==> src/rtl/wb_pkg.sv <==
// wb_pkg: shared widths and grant encoding for the writeback arbiter
package wb_pkg;
    localparam int XLEN       = 64;
    localparam int REG_ADDR_W = 5;
    localparam int NUM_REGS   = 32;
    typedef enum logic {GNT_ALU, GNT_MEM} grant_t;
endpackage

==> src/rtl/rr_arbiter2.sv <==
// rr_arbiter2: two-input round-robin arbiter, bit 0 = ALU, bit 1 = MEM
import wb_pkg::*;
module rr_arbiter2 (
    input  logic       clk,
    input  logic       reset,
    input  logic [1:0] valid,
    output logic [1:0] ready
);
    grant_t last_q, last_d;
    // grant the lone requester, or the one not served last when both ask
    always_comb begin
        ready[0] = valid[0] & (~valid[1] | (last_q == GNT_MEM));
        ready[1] = valid[1] & (~valid[0] | (last_q == GNT_ALU));
        last_d   = ready[0] ? GNT_ALU : ready[1] ? GNT_MEM : last_q;
    end
    // last-grant moves only when a transfer happens
    always_ff @(posedge clk or posedge reset) begin
        if (reset) last_q <= GNT_ALU;
        else       last_q <= last_d;
    end
endmodule

==> src/rtl/wb_arbiter.sv <==
// wb_arbiter: arbitrates ALU/load writebacks into the register file and tracks pending writes
import wb_pkg::*;
module wb_arbiter (
    input  logic                  clk,
    input  logic                  reset,
    input  logic                  alu_valid,
    input  logic [REG_ADDR_W-1:0] alu_rd,
    input  logic [XLEN-1:0]       alu_data,
    output logic                  alu_ready,
    input  logic                  mem_valid,
    input  logic [REG_ADDR_W-1:0] mem_rd,
    input  logic [XLEN-1:0]       mem_data,
    output logic                  mem_ready,
    input  logic                  iss_valid,
    input  logic [REG_ADDR_W-1:0] iss_rd,
    input  logic [REG_ADDR_W-1:0] chk_rs1,
    input  logic [REG_ADDR_W-1:0] chk_rs2,
    output logic                  hazard,
    output logic [NUM_REGS-1:0]   busy,
    output logic                  reg_write,
    output logic [REG_ADDR_W-1:0] w_reg,
    output logic [XLEN-1:0]       w_data
);
    logic [1:0]            ready;
    logic [REG_ADDR_W-1:0] xfer_rd;
    logic [XLEN-1:0]       xfer_data;
    logic                  reg_write_q, reg_write_d;
    logic [REG_ADDR_W-1:0] w_reg_q, w_reg_d;
    logic [XLEN-1:0]       w_data_q, w_data_d;
    logic [NUM_REGS-1:0]   busy_q, busy_d;

    rr_arbiter2 u_arb (
        .clk   (clk),
        .reset (reset),
        .valid ({mem_valid & ~reset, alu_valid & ~reset}),
        .ready (ready)
    );

    assign alu_ready = ready[0];
    assign mem_ready = ready[1];
    assign reg_write = reg_write_q;
    assign w_reg     = w_reg_q;
    assign w_data    = w_data_q;
    assign busy      = busy_q;

    // select the granted writeback, update the scoreboard (set beats clear), check sources
    always_comb begin
        xfer_rd     = ready[1] ? mem_rd : alu_rd;
        xfer_data   = ready[1] ? mem_data : alu_data;
        reg_write_d = (|ready) & (xfer_rd != '0);
        w_reg_d     = reg_write_d ? xfer_rd : w_reg_q;
        w_data_d    = reg_write_d ? xfer_data : w_data_q;
        busy_d      = busy_q;
        if (reg_write_q) busy_d[w_reg_q] = 1'b0;
        if (iss_valid) busy_d[iss_rd] = 1'b1;
        busy_d[0]   = 1'b0;
        hazard      = ((chk_rs1 != '0) & busy_q[chk_rs1]) | ((chk_rs2 != '0) & busy_q[chk_rs2]);
    end

    // write port and scoreboard registers; reset drops any pending write
    always_ff @(posedge clk or posedge reset) begin
        if (reset) begin
            reg_write_q <= 1'b0;
            w_reg_q     <= '0;
            w_data_q    <= '0;
            busy_q      <= '0;
        end else begin
            reg_write_q <= reg_write_d;
            w_reg_q     <= w_reg_d;
            w_data_q    <= w_data_d;
            busy_q      <= busy_d;
        end
    end
endmodule
==> config.mk <==
export PLATFORM = sky130hd
export DESIGN_NAME = wb_arbiter
export DESIGN_NICKNAME = d
export VERILOG_FILES = /design/src/rtl/wb_pkg.sv /design/src/rtl/rr_arbiter2.sv /design/src/rtl/wb_arbiter.sv
export SDC_FILE = /design/constraint.sdc
export NUM_CORES = 1
export LEC_CHECK = 0
export CORE_MARGIN = 2
export CORE_UTILIZATION = 44
export CTS_CLUSTER_SIZE = 24
export DETAILED_ROUTE_END_ITERATION = 12
export PLACE_DENSITY_LB_ADDON = 0.05
export RECOVER_POWER = 100
export REMOVE_ABC_BUFFERS = 1
export SLEW_MARGIN = 30
export SYNTH_ARGS = -nofsm -noshare
export SYNTH_HDL_FRONTEND = slang
export SYNTH_SLANG_ARGS = --single-unit
==> constraint.sdc <==
create_clock -name clk -period 5.7 [get_ports clk]
set_input_delay 0.855 -clock clk [delete_from_list [all_inputs] [get_ports clk]]
set_output_delay 0.855 -clock clk [all_outputs]
set_load 0.03 [all_outputs]
==> Slide: Implementation Results <==
Implementation Results

Critical path
  – Arr. time, crit path: slightly below 5000 ps
  – Critical Path Sink Type: flip-flop
  – CP Depth: 6
  – CP peak stage delay: 1140 ps
  – CP Class: in -> reg
  – Reg2Reg Depth: 5
  – Worst Path Max Fanout: 65
  – Cells along the critical path: dlygate4sd3_1, clkinvlp_2, and3_1, clkbuf_2, mux2i_1, a21oi_2
  – Worst path top cell family by delay: buffers and inverters
  – Slowest CP cell: clkbuf_2
  – Worst Setup Start Kind: input port
  – Data required, critical path: 5920 ps

Logic synthesis
  – Netlist Area Pre-Place: approximately 5300 um^2
  – Area reported by Yosys stat: 5300 um^2
  – Area leader, netlist: dfrtp_1
  – Yosys warnings: 0
  – Seq/Total Area, Yosys: 48.1%
  – Number of enable flip-flop cells: 0
  – # Cells Yosys: 494
  – Post-synth ARST share: 100%
  – Synth Flop Type: dfrtp_1
  – Syn avg cell area: 10.7 um^2
  – Synth Instances: 494
  – Top-area cell share: around half
  – Largest cells by area: dfrtp_1 48%, mux2i_1 14%, a21oi_2 6.6%, nor2_1 5.2%, mux4_2 4.2%
  – Flops after synth: roughly 100
  – Yosys cell types: 42

Global route
  – GRT overflow: 0
  – Met1 GRT Util: around 28%
  – First-pass GRT wire length: roughly 25,000 um
  – Largest net degree at the start of global routing: around 85
  – Vias in the first global route: 4,912
  – Total track usage: 24.8%
  – M2 GR Usage: 41.0%
  – Most used routing layer: met2
  – Met3 Usage GRT: 9.94%
  – Antenna violations before repair: 0

Timing
  – Final hold vios: 0
  – Setup TNS Final: 0 ps
  – Rel. slew slack: -40.3%
  – Final-report max-slew violation count: 107
  – Clock skew: 7.26 ps
  – Worst-Margin Slew: 2100 ps
  – Achievable Freq: 214 MHz
  – PnR worst setup slack: 1030 ps
  – Worst hold margin: 495 ps
  – Period utilization: 82.0%
  – RSZ-0062 raised after global routing: no
  – Minimum clock period: roughly 4700 ps
  – Final setup vio count: 0

Clock tree
  – CTS tree: yes
  – H-tree depth: 3
  – Post-cts hold buffer count: 0
  – CTS Buffer Depth: 2
  – Clock sink count: 102
  – Clk Tree Root Cell: clkbuf_16
  – CTS buffer count: 9
  – Post-CTS Setup Bufs: 0
  – Clock slew at reported path FFs: 70 ps
  – Skew-Pair Late Insertion Delay: 350 ps
  – Post-CTS sizing: 0

Placed design
  – DP HPWL: 12,300 um
  – Placer Congestion: ~0.86
  – Pre-CTS setup slack: 1460 ps
  – DP Area: about 8000 um^2

Floorplanning
  – I/O pin count: 263
  – Chip width: 114 um
  – DIE AREA: roughly 13,000 um^2
  – FP Core Util: 44.7%
  – Die H: between 100 and 150 um

Status
  – Status: finished with violations
  – Failing checks: capacitance limit, slew limit

Power and ir drop
  – Tot Pwr: 2.85 mW
  – Pleak: 3.05 nW
  – VDD IR-drop max: 0.163 mV
  – Pwr dens: around 340 nW/um^2

Route
  – DRT Wirelength: approximately 16,000 um
  – Drt pass-1 iters: 4
  – Vias: 4,794
  – DRC: 0
  – Detailed router's first-iteration violation count: roughly 220
  – Routed Antenna Nets: 0
  – Via/cell ratio: 5.37
  – Avg WL per Cell: 17.5 um

Run
  – Max Cap Violations: 2
  – OpenROAD warning count: 25

Final layout
  – NumNets Final: 899
  – Area Growth Syn to Fin: 56.3%
  – # diodes: 0
  – Highest-count cells in the layout ignoring fill and taps: 154 x clkdlybuf4s50_1, 107 x dlygate4sd3_1, 102 x dfrtp_1
  – Ratio of cells with drive above 1 in the final layout: approximately a tenth
  – Max FFs per register: 64

Worst hold path
  – WHS Path Cells: 1
  – Hold Path Class: reg -> reg
[synthesized netlist by cell type, drive strengths merged (2+ instances only)]
library cell	number
dfrtp	102
mux2i	74
nor2	74
a21oi	69
o21ai	64
buf	26
nand3b	11
mux4	10
nand2	8
nand3	6
clkbuf	5
mux2	5
or3b	5
inv	4
or3	4
o2111ai	3
o211ai	3
a31oi	2
and3	2
nand2b	2
[layout make-up]
cell class                 instances  area (um^2)
inverter                           4         16.3
fill                             946         3580
clock buffer                      10          239
tap                              147          184
sequential                       102         2550
clock inverter                     5         81.3
timing repair buffer             267         2670
multi-input combinational        357         2550
[worst reg2reg max path, stage by stage (launching register included)]
cell	delay, ps
dfrtp_1	380
nand2_1	80
and3_1	440
clkbuf_2	1590
mux2i_1	440
a21oi_2	230
[power breakdown]
part / total (mW) / switching [mW] / internal, mW
Clock: 0.659 / 0.264 / 0.395
Sequential: 1.05 / 0.159 / 0.888
Combinational: 1.14 / 0.643 / 0.499
[cells by family (layout without fill, tap and decap cells)]
family	Yosys count	after routing	share of synthesized area, %
AND-OR/OR-AND	149	149	18.1
buffers and inverters	35	286	3.80
flip-flops	102	102	48.1
multiplexers	89	89	19.3
other	1	1	0.0707
AND/OR/NAND/NOR	118	118	10.6
[worst paths after layout]
path                              startpoint      endpoint  slack [ps]
worst min register to register  u_arb.last_q  u_arb.last_q         490
max in group asynchronous              reset       busy[5]        1410
worst min-delay path            u_arb.last_q  u_arb.last_q         490
worst max register to register  u_arb.last_q    w_data[22]        2470
min in group asynchronous              reset    w_data[36]        1180
worst max-delay path                   reset    w_data[22]        1030
[layer usage]
metal | part of all wire [%] | routed length, um
met3 | 10 | 1580
met2 | 49 | 7690
met1 | 37 | 5840
met5 | 0 | 0
met4 | 3.0 | 471
### Signal wires on met2

Cells faint in the background.
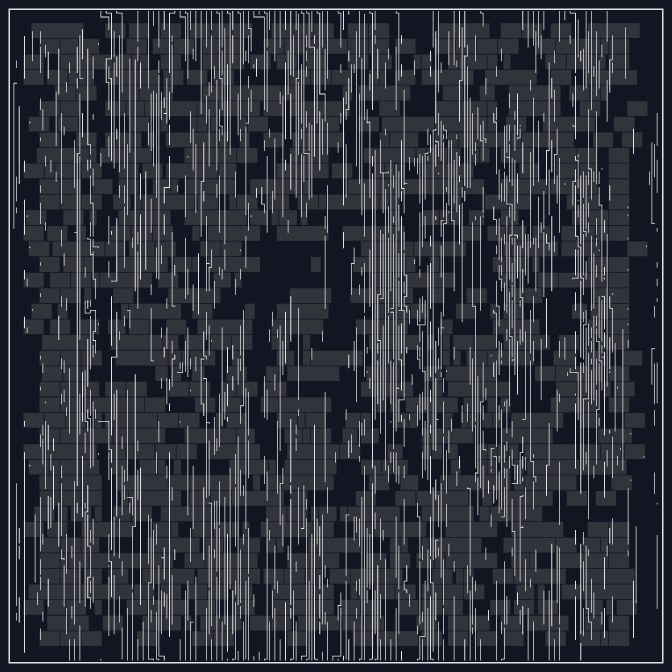
main direction: vertical
nets with wire on the layer: 774
share of all routed wire: 49%
wire length on this layer: 7,690 um
longest straight run: 58.0 um

### Cells coloured by class

Scale bar: 20 um.
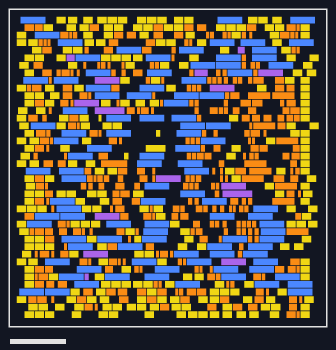
| colour | class | cells | share of their area |
|---|---|---|---|
| yellow | remaining buffers and delay cells | 267 | 33% |
| purple | clock drivers and dummy loads | 15 | 4.0% |
| blue | registers | 102 | 32% |
| orange | remaining logic cells | 361 | 32% |
post-layout util: 69.9%
design area: 8290 um^2
core area: 11,900 um^2
sequential share of cell area: 30.8%

### Cell outlines without signal wires

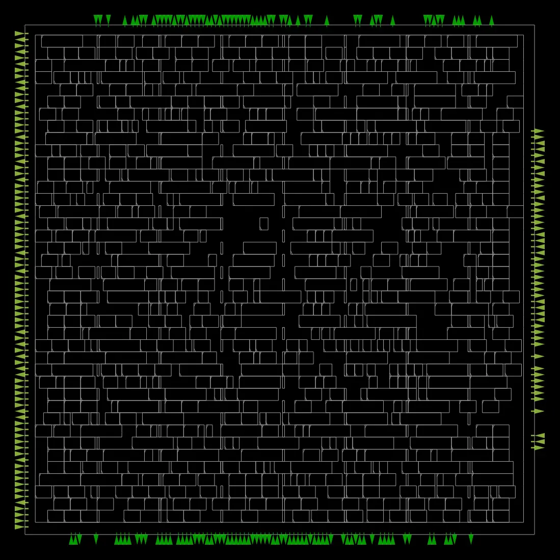
# rows: 40
Fillers: 946
Layout Cells excl Fill: 892

### Selected gate families

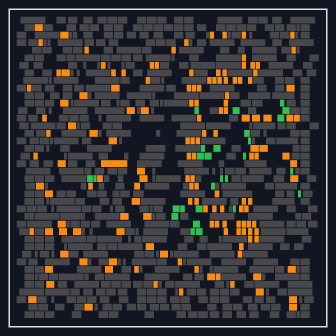
| colour | family | cells |
|---|---|---|
| green | nand cells | 27 |
| orange | aoi and oai cells | 147 |
combinational share of cell area: 30.7%
most common logic cell in the routed design: clkdlybuf4s50_1

Power and IR drop assume default switching activity.
